## src/rtl/return_guard_stack.sv

```systemverilog
// return_guard_stack: shadow call stack checking resolved returns against decoded call links.
// Optional RGS_STRICT_UNDERFLOW_EN: a return on an empty stack counts as a violation.
module return_guard_stack #(
    parameter int VLEN = 32,
    parameter int DEPTH = 16,
    parameter logic [VLEN-2:0] KEY = 31'h73fa06c2
) (
    input  logic                       clk_i,
    input  logic                       rst_i,
    input  logic                       call_valid_i,
    input  logic [VLEN-1:0]            call_link_i,
    input  logic                       ret_valid_i,
    input  logic [VLEN-1:0]            ret_target_i,
    input  logic                       flush_i,
    output logic                       crash_o,
    output logic [VLEN-1:0]            crash_addr_o,
    output logic [$clog2(DEPTH):0]     depth_o,
    output logic                       overflow_o
);
    localparam int AW = $clog2(DEPTH);
    localparam logic [AW:0] FULL = (AW+1)'(DEPTH);

    logic [VLEN-2:0] mem [DEPTH];
    logic [AW-1:0]   tp, tp_top;
    logic [AW:0]     cnt;
    logic [VLEN-2:0] push_val;
    logic            empty, do_ret, do_push, bad, viol;

    always_comb begin
        tp_top   = tp - AW'(1);
        empty    = cnt == '0;
        push_val = call_link_i[VLEN-2:0] ^ KEY;
        do_ret   = ret_valid_i && !flush_i && !empty;
        do_push  = call_valid_i && !flush_i;
        bad      = !ret_target_i[VLEN-1] || ret_target_i[VLEN-2:0] != mem[tp_top];
`ifdef RGS_STRICT_UNDERFLOW_EN
        viol     = ret_valid_i && !flush_i && (empty || bad);
`else
        viol     = do_ret && bad;
`endif
    end

    // A call paired with a checked return overwrites the slot just popped.
    always_ff @(posedge clk_i)
        if (do_push)
            mem[do_ret ? tp_top : tp] <= push_val;

    always_ff @(posedge clk_i or posedge rst_i) begin
        if (rst_i) begin
            tp           <= '0;
            cnt          <= '0;
            crash_o      <= 1'b0;
            crash_addr_o <= '0;
            overflow_o   <= 1'b0;
        end else begin
            crash_o <= viol;
            if (viol)
                crash_addr_o <= ret_target_i;
            if (flush_i) begin
                tp  <= '0;
                cnt <= '0;
            end else if (do_push && !do_ret) begin
                tp <= tp + AW'(1);
                if (cnt == FULL)
                    overflow_o <= 1'b1;
                else
                    cnt <= cnt + (AW+1)'(1);
            end else if (do_ret && !do_push) begin
                tp  <= tp_top;
                cnt <= cnt - (AW+1)'(1);
            end
        end
    end

    assign depth_o = cnt;
endmodule

```

## config.mk

```make
export PLATFORM = sky130hd
export DESIGN_NAME = return_guard_stack
export DESIGN_NICKNAME = d
export VERILOG_FILES = /design/src/rtl/return_guard_stack.sv
export SDC_FILE = /design/constraint.sdc
export NUM_CORES = 1
export LEC_CHECK = 0
export CORE_UTILIZATION = 35
export DETAILED_ROUTE_END_ITERATION = 16
export PLACE_DENSITY_LB_ADDON = 0.3
export SETUP_SLACK_MARGIN = 0.05
export SLEW_MARGIN = 0
export SYNTH_ARGS = -nofsm -noshare
export SYNTH_HDL_FRONTEND = slang
export SYNTH_SLANG_ARGS = --single-unit
export TNS_END_PERCENT = 5
```

## constraint.sdc

```tcl
create_clock -name clk_i -period 7.3 [get_ports clk_i]
set_clock_uncertainty 0.2 [all_clocks]
set_input_delay 0.73 -clock clk_i [delete_from_list [all_inputs] [get_ports clk_i]]
set_output_delay 0.73 -clock clk_i [all_outputs]
set_load 0.01 [all_outputs]
```

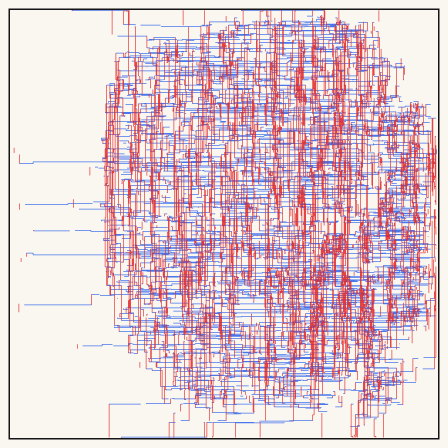
Fig. 1. Signal wires by layer.
Two of the layers only.
- met2: red (wire length 25.8 mm)
- met1: blue (wire length 24.3 mm)

==> Slide: Implementation Results <==
Flow Results at a Glance

Synthesis
  • Async S/R FF share, synth: 0.0798
  • Yosys cell types: 60
  • Area fraction in mux cells: 0.161
  • Synth logic family: multiplexers
  • Mapped Area: 0.0225 mm2
  • Seq share, synth: 0.711
  • Adder share: 0.00367

Final layout
  • Footprint of the multi-input gates: 0.00601 mm2
  • Seq area share: 0.610
  • Filler Cells Inserted: 5683
  • Share of cells above drive strength 1: 0.192
  • Clock-cell share: 0.0612
  • Logic share of the area: 0.230
  • Registers: 539
  • Non-filler instance count after layout: 2231
  • Design area: 0.0262 mm2
  • Inverters: 57
  • Final #Nets: 1417

Clock tree
  • Post-CTS Setup Bufs: 0
  • TritonCTS Buffers: 52
  • Clock sinks: 539
  • Post-CTS Hold Buffers: 0

Setup path
  • CP Data Arrival Time: 5.50 ns
  • FF-to-FF path depth: 8
  • WP buf/inv: 1

Global route
  • GR Overflow Total: 0
  • Largest net degree at the start of global routing: 66
  • Tot GR Track Use: 0.166

Placement
  • Dpl cells: 2134

Floorplan
  • Full die area: 0.0652 mm2
  • # rows: 92

Route
  • Post-route ant nets: 0
  • Total wire length: 54.3 mm
  • Total number of vias: 11793

Outcome
  • Status: complete, no violations

Pwr
  • Peak supply drop: 0.230 mV
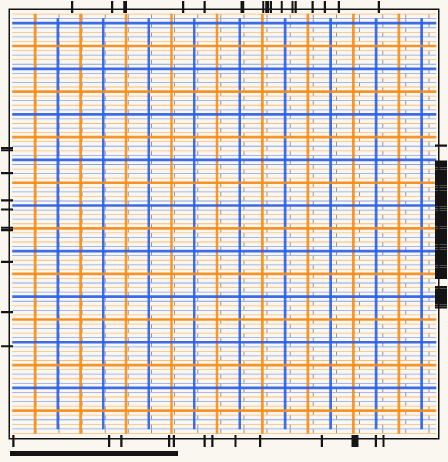
Fig. 2. Power grid.
The bar under the picture is 100 um long. Pins as bars on the die edge. Tap cells in gray.
- VDD: blue
- VSS: orange
- tap cells: 846
- met1 rails: 93
- rows: 92
- met4 straps: 18
Die W: 255 um
Core Box Area: 0.0633 mm2

metal layers:
layer	global-route usage	up-vias	part of all wire	routed length (um)
met5	0	-	0.00044	24
met4	0.0422	4	0.020	1110
met3	0.0318	70	0.058	3120
met2	0.265	319	0.47	25800
met1	0.234	6211	0.45	24300
li1	-	5189	-	-
cell usage in the layout, fill, tap and decap left out, drive strengths merged, types with 4 or more instances in the layout:
cell	instances
edfxtp	496
mux4	130
clkdlybuf4s50	106
mux2i	67
clkbuf	67
inv	59
o21ai	45
nand3	44
dfrtp	43
a22oi	36
or4	35
buf	33
nor2	31
and2	28
xor2	25
clkinv	21
nand2	19
nor3	13
a21oi	10
nor4	10
xnor2	7
a31oi	6
clkinvlp	6
ha	5
and3	4
o31ai	4
worst min-delay path by stage:
stage	end	cells past startpoint	slack [ns]
floorplan	overflow_o	1	0.30
global placement	overflow_o	1	0.29
detailed placement	overflow_o	1	0.30
CTS	overflow_o	1	0.32
global route	overflow_o	1	0.33
finish	overflow_o	1	0.31
cell usage after synthesis (all sizes together), types with 7 or more instances:
cell    number  area (um2)
and2        28         175
or4         35         267
mux4       130        2930
dfrtp       43        1080
clkbuf      36         135
nand3       44         220
edfxtp     496       14900
inv         57         214
a21oi       10        50.1
nor3        13        65.1
a22oi       36         270
o21ai       45         225
mux2i       67         671
xor2        25         238
nor4        10        68.8
nor2        31         124
buf         41         278
xnor2        7        61.3
nand2       19        73.8
logic make-up after synthesis:
logic type      after synthesis
simple gates                193
flops                       539
compound gates              124
mux                         198
xor+xnor                     32
fa+ha+maj                     6
buf+inv                     134
where the power goes:
part / switching (W) / internal, W / total, W
clock network: 0.00115 / 0.00140 / 0.00255
logic: 0.00178 / 0.00151 / 0.00329
registers: 0.000166 / 0.00361 / 0.00378
Power and IR drop assume default switching activity.
